Figure 1. Supply network (run 1).
Bar = 20 um. Pins as bars on the die edge.
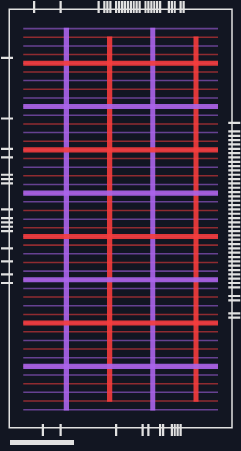
Figure 2. Placed cells, one color a class (run 1).
Fill, decap, tap and diode cells in gray.
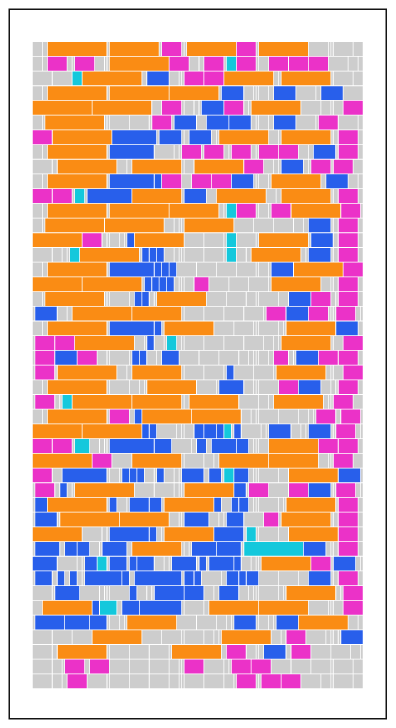
Figure 3. Clock distribution (run 1).
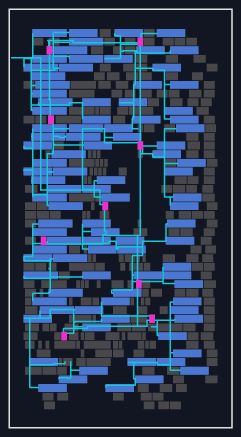
<file path="config.mk">
export PLATFORM = sky130hd
export DESIGN_NAME = bram_rd_ctrl
export DESIGN_NICKNAME = d
export VERILOG_FILES = /design/src/rtl/bram_rd_ctrl.sv
export SDC_FILE = /design/constraint.sdc
export NUM_CORES = 1
export LEC_CHECK = 0
export CORE_ASPECT_RATIO = 2
export CORE_MARGIN = 4
export CORE_UTILIZATION = 51
export CTS_BUF_LIST = sky130_fd_sc_hd__clkbuf_2
export CTS_CLUSTER_SIZE = 8
export DETAILED_ROUTE_END_ITERATION = 12
export HOLD_SLACK_MARGIN = 0.05
export PLACE_DENSITY = 0.85
export SKIP_CTS_REPAIR_TIMING = 1
export SYNTH_ARGS = -nofsm -noshare
export SYNTH_HDL_FRONTEND = slang
export SYNTH_SLANG_ARGS = --single-unit
</file>
<file path="constraint.sdc">
create_clock -name clk -period 2.9 [get_ports clk]
set_clock_uncertainty 0.15 [all_clocks]
set_input_delay 0.29 -clock clk [delete_from_list [all_inputs] [get_ports clk]]
set_output_delay 0.29 -clock clk [all_outputs]
set_load 0.03 [all_outputs]
</file>
<file path="src/rtl/bram_rd_ctrl.sv">
// Read-side companion to the BRAM writer: queues written addresses, reads each word back
// and streams {addr,data} out. Optional compare logic is enabled by defining BRAM_RD_CMP_EN.
module bram_rd_ctrl #(
  parameter int AW     = 8,
  parameter int DW     = 32,
  parameter int RD_LAT = 2,
  parameter int QDEPTH = 4
) (
  input  logic          clk,
  input  logic          rst,
  input  logic          wr_bit,
  input  logic [AW-1:0] wr_addr,
  output logic          rd_en,
  output logic [AW-1:0] rd_addr,
  input  logic [DW-1:0] rd_data,
  output logic          out_valid,
  input  logic          out_ready,
  output logic [AW-1:0] out_addr,
  output logic [DW-1:0] out_data,
  output logic          q_ovf
`ifdef BRAM_RD_CMP_EN
  ,
  input  logic [DW-1:0] exp_data,
  output logic          mis_pulse,
  output logic [15:0]   mis_cnt
`endif
);

  localparam int PW = $clog2(QDEPTH);
  localparam logic [PW:0] Q_FULL = (PW+1)'(QDEPTH);
  localparam logic [2:0] LAT_INIT = 3'(RD_LAT);

  typedef enum logic [1:0] {
    S_IDLE    = 2'd0,
    S_ISSUE   = 2'd1,
    S_WAIT    = 2'd2,
    S_PRESENT = 2'd3
  } state_t;

  state_t          state_r;
  logic [AW-1:0]   q_mem_r [QDEPTH];
  logic [PW-1:0]   wp_r;
  logic [PW-1:0]   rp_r;
  logic [PW:0]     cnt_r;
  logic            wr_bit_r;
  logic [2:0]      lat_cnt_r;

  logic            push_s;
  logic            pop_s;
  logic            q_empty_s;
  logic            q_full_s;
  logic            accept_s;
  logic            drop_s;

  assign push_s    = wr_bit & ~wr_bit_r;
  assign q_empty_s = (cnt_r == {(PW+1){1'b0}});
  assign q_full_s  = (cnt_r == Q_FULL);
  assign pop_s     = (state_r == S_IDLE) & ~q_empty_s;
  // A full queue still takes the push when the head leaves in the same cycle.
  assign accept_s  = push_s & (~q_full_s | pop_s);
  assign drop_s    = push_s & q_full_s & ~pop_s;

  // Queue storage; contents are don't-care until the pointers say otherwise.
  always_ff @(posedge clk) begin
    if (accept_s) begin
      q_mem_r[wp_r] <= wr_addr;
    end
  end

  // Strobe edge detect, queue pointers, occupancy and sticky overflow flag.
  always_ff @(posedge clk or posedge rst) begin
    if (rst) begin
      wr_bit_r <= 1'b0;
      wp_r     <= {PW{1'b0}};
      rp_r     <= {PW{1'b0}};
      cnt_r    <= {(PW+1){1'b0}};
      q_ovf    <= 1'b0;
    end else begin
      wr_bit_r <= wr_bit;
      if (accept_s) begin
        wp_r <= wp_r + PW'(1);
      end
      if (pop_s) begin
        rp_r <= rp_r + PW'(1);
      end
      case ({accept_s, pop_s})
        2'b10:   cnt_r <= cnt_r + (PW+1)'(1);
        2'b01:   cnt_r <= cnt_r - (PW+1)'(1);
        default: cnt_r <= cnt_r;
      endcase
      if (drop_s) begin
        q_ovf <= 1'b1;
      end
    end
  end

  // Read sequencer: pop, issue, wait out the BRAM latency, present until accepted.
  always_ff @(posedge clk or posedge rst) begin
    if (rst) begin
      state_r   <= S_IDLE;
      rd_en     <= 1'b0;
      rd_addr   <= {AW{1'b0}};
      lat_cnt_r <= 3'd0;
      out_valid <= 1'b0;
      out_addr  <= {AW{1'b0}};
      out_data  <= {DW{1'b0}};
`ifdef BRAM_RD_CMP_EN
      mis_pulse <= 1'b0;
      mis_cnt   <= 16'd0;
`endif
    end else begin
`ifdef BRAM_RD_CMP_EN
      mis_pulse <= 1'b0;
`endif
      case (state_r)
        S_IDLE: begin
          rd_en <= 1'b0;
          if (pop_s) begin
            rd_addr <= q_mem_r[rp_r];
            rd_en   <= 1'b1;
            state_r <= S_ISSUE;
          end
        end
        S_ISSUE: begin
          rd_en     <= 1'b0;
          lat_cnt_r <= LAT_INIT;
          state_r   <= S_WAIT;
        end
        S_WAIT: begin
          lat_cnt_r <= lat_cnt_r - 3'd1;
          // Counter reaching zero this cycle is the cycle rd_data is valid.
          if (lat_cnt_r == 3'd1) begin
            out_data  <= rd_data;
            out_addr  <= rd_addr;
            out_valid <= 1'b1;
            state_r   <= S_PRESENT;
`ifdef BRAM_RD_CMP_EN
            if (rd_data != exp_data) begin
              mis_pulse <= 1'b1;
              if (mis_cnt != 16'hFFFF) begin
                mis_cnt <= mis_cnt + 16'd1;
              end
            end
`endif
          end
        end
        S_PRESENT: begin
          if (out_ready) begin
            out_valid <= 1'b0;
            state_r   <= S_IDLE;
          end
        end
        default: begin
          rd_en     <= 1'b0;
          out_valid <= 1'b0;
          state_r   <= S_IDLE;
        end
      endcase
    end
  end

endmodule

</file>
==> flow_summary.ini, run 1 <==
; physical design summary
[run_status]
outcome = complete, no violations

[floorplanning]
die_w_um = 69.49
dieHeight_um = 131.0
chip_area_mm2 = 0.009100
core_area_mm2 = 0.007322
well_tap_count = 92
floorplan.initialDensity_pct = 52.67
std_cell_rows = 44
ios = 95

[cells_and_area]
largestClassByArea = sequential cells
count_of_plain_and_timing_repair_buffers_in_the_layout = 99
final_design_utilization_pct = 68.81
numSequentialCells = 96
lay_top_cells = clkdlybuf4s50_1 (94), dfrtp_1 (64), edfxtp_1 (32)
most_frequent_standard_cell_in_the_layout_excluding_fill_and_tap_cells = clkdlybuf4s50_1
design.final.nets = 399
drive_gt1_share_pct = 19.25
fin_cells = 440
finish.instance_area_mm2 = 0.005039
n_multi_input_combinational_cell = 123
non_clock_buffer_area_share_pct = 19.52
flip_flop_and_latch_share_of_the_layout_cell_area_pct = 50.86
nNonClkInverters = 14
logic_area_mm2 = 0.001212
num-fill-cells = 528
ff_latch_area_mm2 = 0.002562
num-clock-buffers = 10
syn_to_final_growth_pct = 30.66
n_antenna_cell = 0
area.share.combinational_pct = 24.06

[setup_path]
worstPathRequired_ns = 3.25
worstPathArrival_ns = 2.90
worst-path-max-fanout = 7
cp-startpoint = state_r[0]
r2r-start = state_r[0]
timing.setup.critical_path_class = flip-flop to flip-flop
worstSetupEndpointType = flip-flop
reg2reg_setup_slack_ns = 0.35
r2r.worst_path.cells = 11
startpoint_type = flip-flop
worst_r2r_endpoint = cnt_r[2]

[detailed_routing]
drc = 0
antenna_left = 0
firstDrtPassIters = 4
drtIter0Drc = 52
vias = 2240
routed_wl_um = 7472
drt-vias-per-instance = 5.091
route.detailed.wl_per_inst_um = 16.98

[logic_synthesis]
yosys-mux-area-fraction_pct = 17.39
yosys_warnings = 0
postSynth.asyncResetShare_pct = 66.67
synthCells = 239
synth_xor_xnor_area_share_pct = 1.363
yosys_most_used_dff = dfrtp_1
syn_area_mm2 = 0.003856
synthTopLogicFamily = multiplexers
adder_and_majority_cell_fraction_of_the_synthesized_area_pct = 4.088
avgSynthCellArea_um2 = 16.13
yosys-stat-cells = 239
synth-simple-area-share_pct = 6.262
ys.flops = 96
yosys.cell_types.count = 34
syn_nets = 295
synthAoiAreaFrac_pct = 2.271
postSynthSeqShare_pct = 66.45
post_synth_most_frequent_cells = dfrtp_1 (64), edfxtp_1 (32), mux2_2 (30)
synthTopCellsByArea = dfrtp_1 (42%), edfxtp_1 (25%), mux2_2 (8.8%)
largest_area_cell = dfrtp_1
post-synth-top-count-cell = dfrtp_1

[global_routing]
antenna_found_initial = 0
grt_use_met3_pct = 5.360
global_route_hottest_layer = met2
grt_pass1_wl_um = 11780
grt_max_degree = 37
gr_layer_usage_met2_pct = 31.48
grt_pass1_vias = 2345
grt-ovfl-total = 0
global_route.usage.total_pct = 17.18

[pwr]
power_density_mw_per_mm2 = 1099
largestPowerGroup = combinational cells
switching_share_pct = 39.63
clock_power_share_pct = 11.2
flip_flop_and_latch_power_mw = 2.25
cell_internal_pwr_mw = 3.344
comb_power_share_pct = 48.1
switchingPower_mw = 2.195
total_power_mw = 5.538
standby_leakage_power_nw = 2.077
power.sequential.fraction_pct = 40.7
ir_drop_v = 0.0006589

[timing]
total_count_of_hold_check_failures_in_the_final_report = 0
totalNegativeSetupSlack_ns = 0
fin_hold_ws_ns = 0.1543
min_period_ns = 2.555
final_min_period_over_clock_period_pct = 88.10
clock.fmax_mhz = 391.4
rsz0062_at_grt = false
finalSetupViolCount = 0
slew-limit-headroom_pct = 56.56
worst_slack_setup_final_ns = 0.3450
worst_pin_slew_ns = 0.6506

[min_path]
hold_path_class = primary input to flip-flop
hold_start = rd_data[25]
whs_endpoint = out_data[25]

[clock_tree]
cts_max_level = 3
clockBufferDepth = 2
clkTransAtPathRegs_ns = 0.23
cts_tree = done
clock_sinks = 96
root_buffer_selected_by_cts = clkbuf_2
cts-buffers-inserted = 9

[placement]
dp.final_hpwl_um = 5776
dpl_worst_slack_ns = 0.3599
place_area_mm2 = 0.004908
place_inst = 422
placement.io_buffers = 94
final_weighted_congestion_in_routability_driven_placement = 0.6955

[run]
max_cap_viol_count = 0
## Picture notes: Figure 1
legend:
  purple:
    net: VSS
  red:
    net: VDD
met4 straps: 4
met5 straps: 8
rows: 44
met1 rails: 45
signal pins: 95

## Picture notes: Figure 2
legend:
  orange:
    class: registers
    cells: 96
    share_of_their_area: 52%
  magenta:
    class: remaining buffers and delay cells
    cells: 99
    share_of_their_area: 20%
  blue:
    class: remaining logic cells
    cells: 137
    share_of_their_area: 26%
  cyan:
    class: clock drivers and dummy loads
    cells: 16
    share_of_their_area: 2.2%

## Picture notes: Figure 3
legend:
  blue:
    item: flip-flops
    count: 96
  magenta:
    item: clock-net drivers
    count: 9
  cyan:
    item: clock wires
    length: 1,040 um
routed clock nets: 10
flops lie: all over the die
latest clock arrival within the worst-skew pair: 0.55 ns
P_clk: 0.622 mW

==> run 1: flip-flops by register name (all words and copies together), names as in the netlist <==
signal,flops
rd_en,1
out_valid,1
q_ovf,1
wr_bit_r,1
out_addr,8
lat_cnt_r,3
rp_r,2
q_mem_r,32
state_r,2
wp_r,2
out_data,32
cnt_r,3
rd_addr,8
==> run 1: critical path, stage by stage, from the launching register on <==
cell     delay, ns
dfrtp_1       0.45
inv_1         0.08
ha_1          0.30
nor4b_4       0.33
nor3b_4       0.12
inv_1         0.08
ha_1          0.17
inv_1         0.06
fa_1          0.37
xor2_1        0.15
nor2_1        0.11
xor2_1        0.15
==> run 1: layer usage <==
layer  part of all wire [%]  vias to the layer above
met5                      0                        -
met4                    2.0                        0
met3                    6.0                       10
met2                     58                       74
met1                     34                     1106
li1                       -                     1050
Figure 4. Metal layers overlaid (run 1).
Bar = 20 um. Only two layers are drawn.
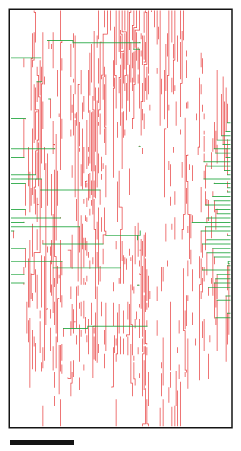

==> run 1 -> run 2 <==
--- a/config.mk
+++ b/config.mk
@@ -13,6 +13,8 @@
 export DETAILED_ROUTE_END_ITERATION = 12
 export HOLD_SLACK_MARGIN = 0.05
 export PLACE_DENSITY = 0.85
+export RECOVER_POWER = 25
+export SETUP_SLACK_MARGIN = 0.05
 export SKIP_CTS_REPAIR_TIMING = 1
 export SYNTH_ARGS = -nofsm -noshare
 export SYNTH_HDL_FRONTEND = slang
Figure 5. Metal layers overlaid (run 2).
Bar = 20 um. Only two layers are drawn.
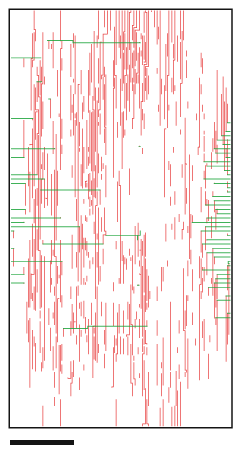
legend:
  green:
    layer: M3
    wire_length: 427 um
  red:
    layer: M2
    wire_length: 4,330 um
Total Routing Usage GR: 17.18%
overall via count from detail_route: 2,241

Figure 6. Clock distribution (run 2).
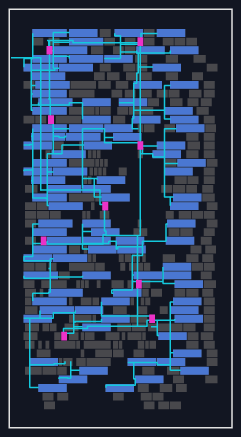
P_clk: 0.624 mW
clock share of power: 11.3%

==> flow_summary.ini, run 2 <==
; physical design summary
[floorplanning]
std_cell_rows = 44
floorplan.initialDensity_pct = 52.67
core_area_mm2 = 0.007322
die_w_um = 69.49
dieHeight_um = 131.0

[cells_and_area]
final_design_utilization_pct = 68.81
drive_gt1_share_pct = 18.97
syn_to_final_growth_pct = 30.66
finish.instance_area_mm2 = 0.005039
fin_cells = 440
lay_top_cells = clkdlybuf4s50_1 (84), dfrtp_1 (64), edfxtp_1 (32)
top_regs = out_data: 32 flops, q_mem_r: 32 flops

[timing]
slew-limit-headroom_pct = 21.31
finalSetupViolCount = 0
total_count_of_hold_check_failures_in_the_final_report = 0
final_min_period_over_clock_period_pct = 88.06
totalNegativeSetupSlack_ns = 0
rsz0062_at_grt = false
worst_slack_setup_final_ns = 0.3464
worst_pin_slew_ns = 1.179
min_period_ns = 2.554

[detailed_routing]
firstDrtPassIters = 4
routed.top_layer = met4
drt-vias-per-instance = 5.093
routed_wl_um = 7470
met1Wirelength_um = 2568
met2_wire_length_um = 4328
route.detailed.wl_per_inst_um = 16.98
drc = 0

[logic_synthesis]
synthTopLogicFamily = multiplexers
yosys-stat-cells = 239
avgSynthCellArea_um2 = 16.13
largest_area_cell = dfrtp_1
adder_and_majority_cell_fraction_of_the_synthesized_area_pct = 4.088
synth_xor_xnor_area_share_pct = 1.363
yosys-mux-area-fraction_pct = 17.39
syn_area_mm2 = 0.003856
ys.flops = 96
synthTopCellsByArea = dfrtp_1 (42%), edfxtp_1 (25%), mux2_2 (8.8%)

[global_routing]
grt_max_degree = 37
antenna_found_initial = 0
gr_layer_usage_met2_pct = 31.48
grt_use_met3_pct = 5.360
grt_pass1_vias = 2345
grt-ovfl-total = 0
global_route_hottest_layer = met2

[clock_tree]
clock_sinks = 96
cts-buffers-inserted = 9

[setup_path]
worstPathBufferInverterCount = 3
startpoint_type = flip-flop
worstSetupEndpointType = flip-flop
timing.setup.critical_path_class = flip-flop to flip-flop
critical_path.slowest_cell = dfrtp_1
crit_path_frequent_cell = inv_1
critical_path.cell_chain = inv_1 -> ha_1 -> nor4b_4 -> nor3b_4 -> inv_1 -> ha_1 -> inv_1 -> fa_1 -> xor2_1 -> nor2_1 -> xor2_1
worstPathArrival_ns = 2.90

[placement]
place_area_mm2 = 0.004908
placement.io_buffers = 94
dpl_worst_slack_ns = 0.3599
place_inst = 422
final_weighted_congestion_in_routability_driven_placement = 0.6955

[pwr]
switching_share_pct = 39.64
flip_flop_and_latch_power_mw = 2.25
largestPowerGroup = combinational cells
power.sequential.fraction_pct = 40.7
switchingPower_mw = 2.194
cell_internal_pwr_mw = 3.341

[run_status]
outcome = complete, no violations

[run]
max_cap_viol_count = 0
run 2: cell counts after synthesis:
Identical to the previous run, type by type.
run 2: path summary, 6_finish.rpt:
path	start	to	slack, ns	depth (start not counted)
setup / recovery	state_r[0]	cnt_r[2]	0.35	11
hold / removal	rd_data[12]	out_data[12]	0.15	2
setup reg to reg	state_r[0]	cnt_r[2]	0.35	11
hold reg to reg	q_ovf	q_ovf	0.36	1
max in group asynchronous	rst	state_r[0]	0.86	4
min in group asynchronous	rst	wp_r[1]	0.85	3
run 2: layout make-up:
type	count	area share, %
Inverter	14	1.093
Clock buffer	10	0.9933
Timing Repair Buffer	99	19.52
Tap cell	92	2.285
Clock inverter	6	1.192
Sequential cell	96	50.86
Multi-Input combinational cell	123	24.06
Figure 7. Clock wiring as the flow saved it (run 2).
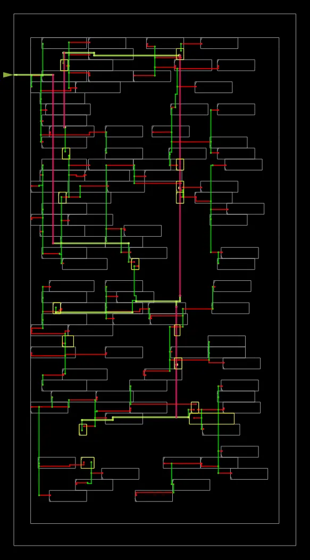

==> run 2 -> run 3 <==
--- a/config.mk
+++ b/config.mk
@@ -7,12 +7,13 @@
 export LEC_CHECK = 0
 export CORE_ASPECT_RATIO = 2
 export CORE_MARGIN = 4
-export CORE_UTILIZATION = 51
+export CORE_UTILIZATION = 46
 export CTS_BUF_LIST = sky130_fd_sc_hd__clkbuf_2
 export CTS_CLUSTER_SIZE = 8
 export DETAILED_ROUTE_END_ITERATION = 12
+export GPL_TIMING_DRIVEN = 0
 export HOLD_SLACK_MARGIN = 0.05
-export PLACE_DENSITY = 0.85
+export PLACE_DENSITY = 0.81
 export RECOVER_POWER = 25
 export SETUP_SLACK_MARGIN = 0.05
 export SKIP_CTS_REPAIR_TIMING = 1
==> constraint.sdc (replaced) <==
create_clock -name clk -period 2.3 [get_ports clk]
set_clock_uncertainty 0.15 [all_clocks]
set_input_delay 0.23 -clock clk [delete_from_list [all_inputs] [get_ports clk]]
set_output_delay 0.23 -clock clk [all_outputs]
set_load 0.03 [all_outputs]
Figure 8. Clock wiring as the flow saved it (run 3).
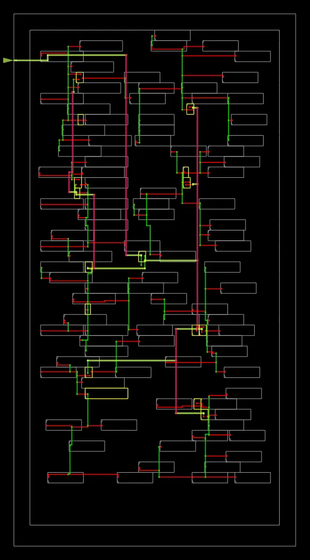
P_clk: 0.756 mW
seq_cells: 96
latest clock arrival within the worst-skew pair: 0.54 ns
tally of clock buffers in the finished layout: 10

Figure 9. Placed cells, one color a class (run 3).
Fill, decap, tap and diode cells in gray.
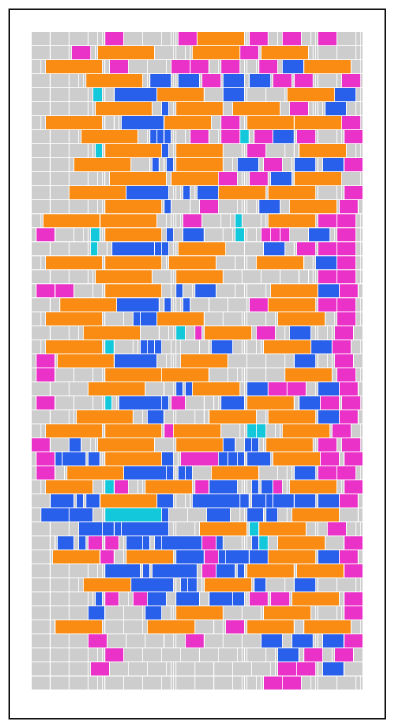
legend:
  blue:
    class: remaining logic cells
    cells: 137
    share_of_their_area: 26%
  magenta:
    class: remaining buffers and delay cells
    cells: 114
    share_of_their_area: 22%
  cyan:
    class: clock drivers and dummy loads
    cells: 16
    share_of_their_area: 2.0%
  orange:
    class: registers
    cells: 96
    share_of_their_area: 51%
final design utilization: 62.84%
# rows: 47

==> flow_summary.ini, run 3 <==
; physical design summary
[detailed_routing]
antenna_left = 0
route.detailed.wl_per_inst_um = 15.63
vias = 2254
drt-vias-per-instance = 4.879
wl_met3_um = 384
routed.top_layer = met4
firstDrtPassIters = 4
met2_wire_length_um = 4001
drtIter0Drc = 108
drc = 0
met1Wirelength_um = 2659

[floorplanning]
chip_area_mm2 = 0.01000
ios = 95
core_area_mm2 = 0.008233
floorplan.initialDensity_pct = 46.84
well_tap_count = 98
dieHeight_um = 137.5

[cells_and_area]
fin_cells = 462
non_clock_buffer_area_share_pct = 21.11
num-fill-cells = 639
area.share.combinational_pct = 23.94
design.final.nets = 414
flip_flop_and_latch_share_of_the_layout_cell_area_pct = 49.53
syn_to_final_growth_pct = 34.17
clock_network_area_fraction_pct = 1.935
nNonClkInverters = 14
drive_gt1_share_pct = 23.97
n_multi_input_combinational_cell = 123
top_regs = out_data: 32 flops, q_mem_r: 32 flops
n_antenna_cell = 1
finish.instance_area_mm2 = 0.005174
most_frequent_standard_cell_in_the_layout_excluding_fill_and_tap_cells = clkdlybuf4s50_1
ff_latch_area_mm2 = 0.002562
count_of_plain_and_timing_repair_buffers_in_the_layout = 114
lay_top_cells = clkdlybuf4s50_1 (84), dfrtp_1 (64), edfxtp_1 (32)

[logic_synthesis]
postSynthSeqShare_pct = 66.45
post-synth-top-count-cell = dfrtp_1
syn_area_mm2 = 0.003856
adder_and_majority_cell_fraction_of_the_synthesized_area_pct = 4.088
synthDominantCellAreaShare_pct = 41.53
synth_xor_xnor_area_share_pct = 1.363
post_synth_most_frequent_cells = dfrtp_1 (64), edfxtp_1 (32), mux2_2 (30)
synthAoiAreaFrac_pct = 2.271
yosys-stat-cells = 239
avgSynthCellArea_um2 = 16.13
synthTopLogicFamily = multiplexers
syn_nets = 295
yosys-mux-area-fraction_pct = 17.39
yosys.cell_types.count = 34
postSynth.asyncResetShare_pct = 66.67
ys.flops = 96
synthCells = 239
yosys_most_used_dff = dfrtp_1
synth-simple-area-share_pct = 6.262
yosys_warnings = 0

[global_routing]
grt_max_degree = 37
gr_layer_usage_met2_pct = 27.36
grt-ovfl-total = 0
grt_pass1_wl_um = 11340
antenna_found_initial = 1
global_route_hottest_layer = met2
grt_use_met3_pct = 3.287
grt_pass1_vias = 2346
global_route.usage.total_pct = 15.30

[setup_path]
worst_r2r_endpoint = cnt_r[2]
worstPathRequired_ns = 2.65
r2r.worst_path.cells = 11
worstSetupEndpointType = flip-flop
worst-path-max-fanout = 5
r2r-start = state_r[1]
startpoint_type = flip-flop
worstPathArrival_ns = 2.64
reg2reg_setup_slack_ns = 0.004
critical_path.endpoint = cnt_r[2]

[timing]
total_count_of_hold_check_failures_in_the_final_report = 0
totalNegativeSetupSlack_ns = 0
min_period_ns = 2.296
final_min_period_over_clock_period_pct = 99.84
rsz0062_at_grt = true
clock.fmax_mhz = 435.5
finalSetupViolCount = 0
worst_slack_setup_final_ns = 0.003787
fin_hold_ws_ns = 0.1091
slew-limit-headroom_pct = 22.71

[pwr]
cell_internal_pwr_mw = 4.356
total_power_mw = 7.119
switching_share_pct = 38.81
switchingPower_mw = 2.763
largestPowerGroup = combinational cells
standby_leakage_power_nw = 2.147
ir_drop_v = 0.0006062
power_density_mw_per_mm2 = 1376
clock_power_share_pct = 10.6
power.sequential.fraction_pct = 38.7

[placement]
place_inst = 432
dpl_worst_slack_ns = -0.1549
place_area_mm2 = 0.004957

[min_path]
hold_start = rd_data[13]
min_delay_path_depth = 2
hold_path_class = primary input to flip-flop
whs_endpoint = out_data[13]

[run_status]
outcome = complete, no violations

[clock_tree]
cts-buffers-inserted = 9
clock_sinks = 96
cts_tree = done
clkTransAtPathRegs_ns = 0.23
cts_max_level = 3
clockBufferDepth = 2
root_buffer_selected_by_cts = clkbuf_2

[run]
max_cap_viol_count = 0
==> run 3: logic make-up (layout without fill, tap and decap cells) <==
group,count (synthesis),in the layout
adder cells (fa/ha/maj),12,12
AND/OR/NAND/NOR,45,45
buffers and inverters,20,144
multiplexers,51,51
other,0,1
XOR/XNOR,6,6
flip-flops,96,96
AND-OR/OR-AND,9,9
==> run 3: worst max-delay path: stages (launching register included) <==
cell,delay [ns]
dfrtp_1,0.46
inv_2,0.07
ha_4,0.19
nor4b_4,0.29
nor3b_4,0.09
inv_2,0.07
ha_4,0.13
inv_2,0.04
fa_2,0.34
xor2_1,0.15
nor2_1,0.12
xor2_1,0.15
No activity file was given, so power comes from the tool's default toggle rates.
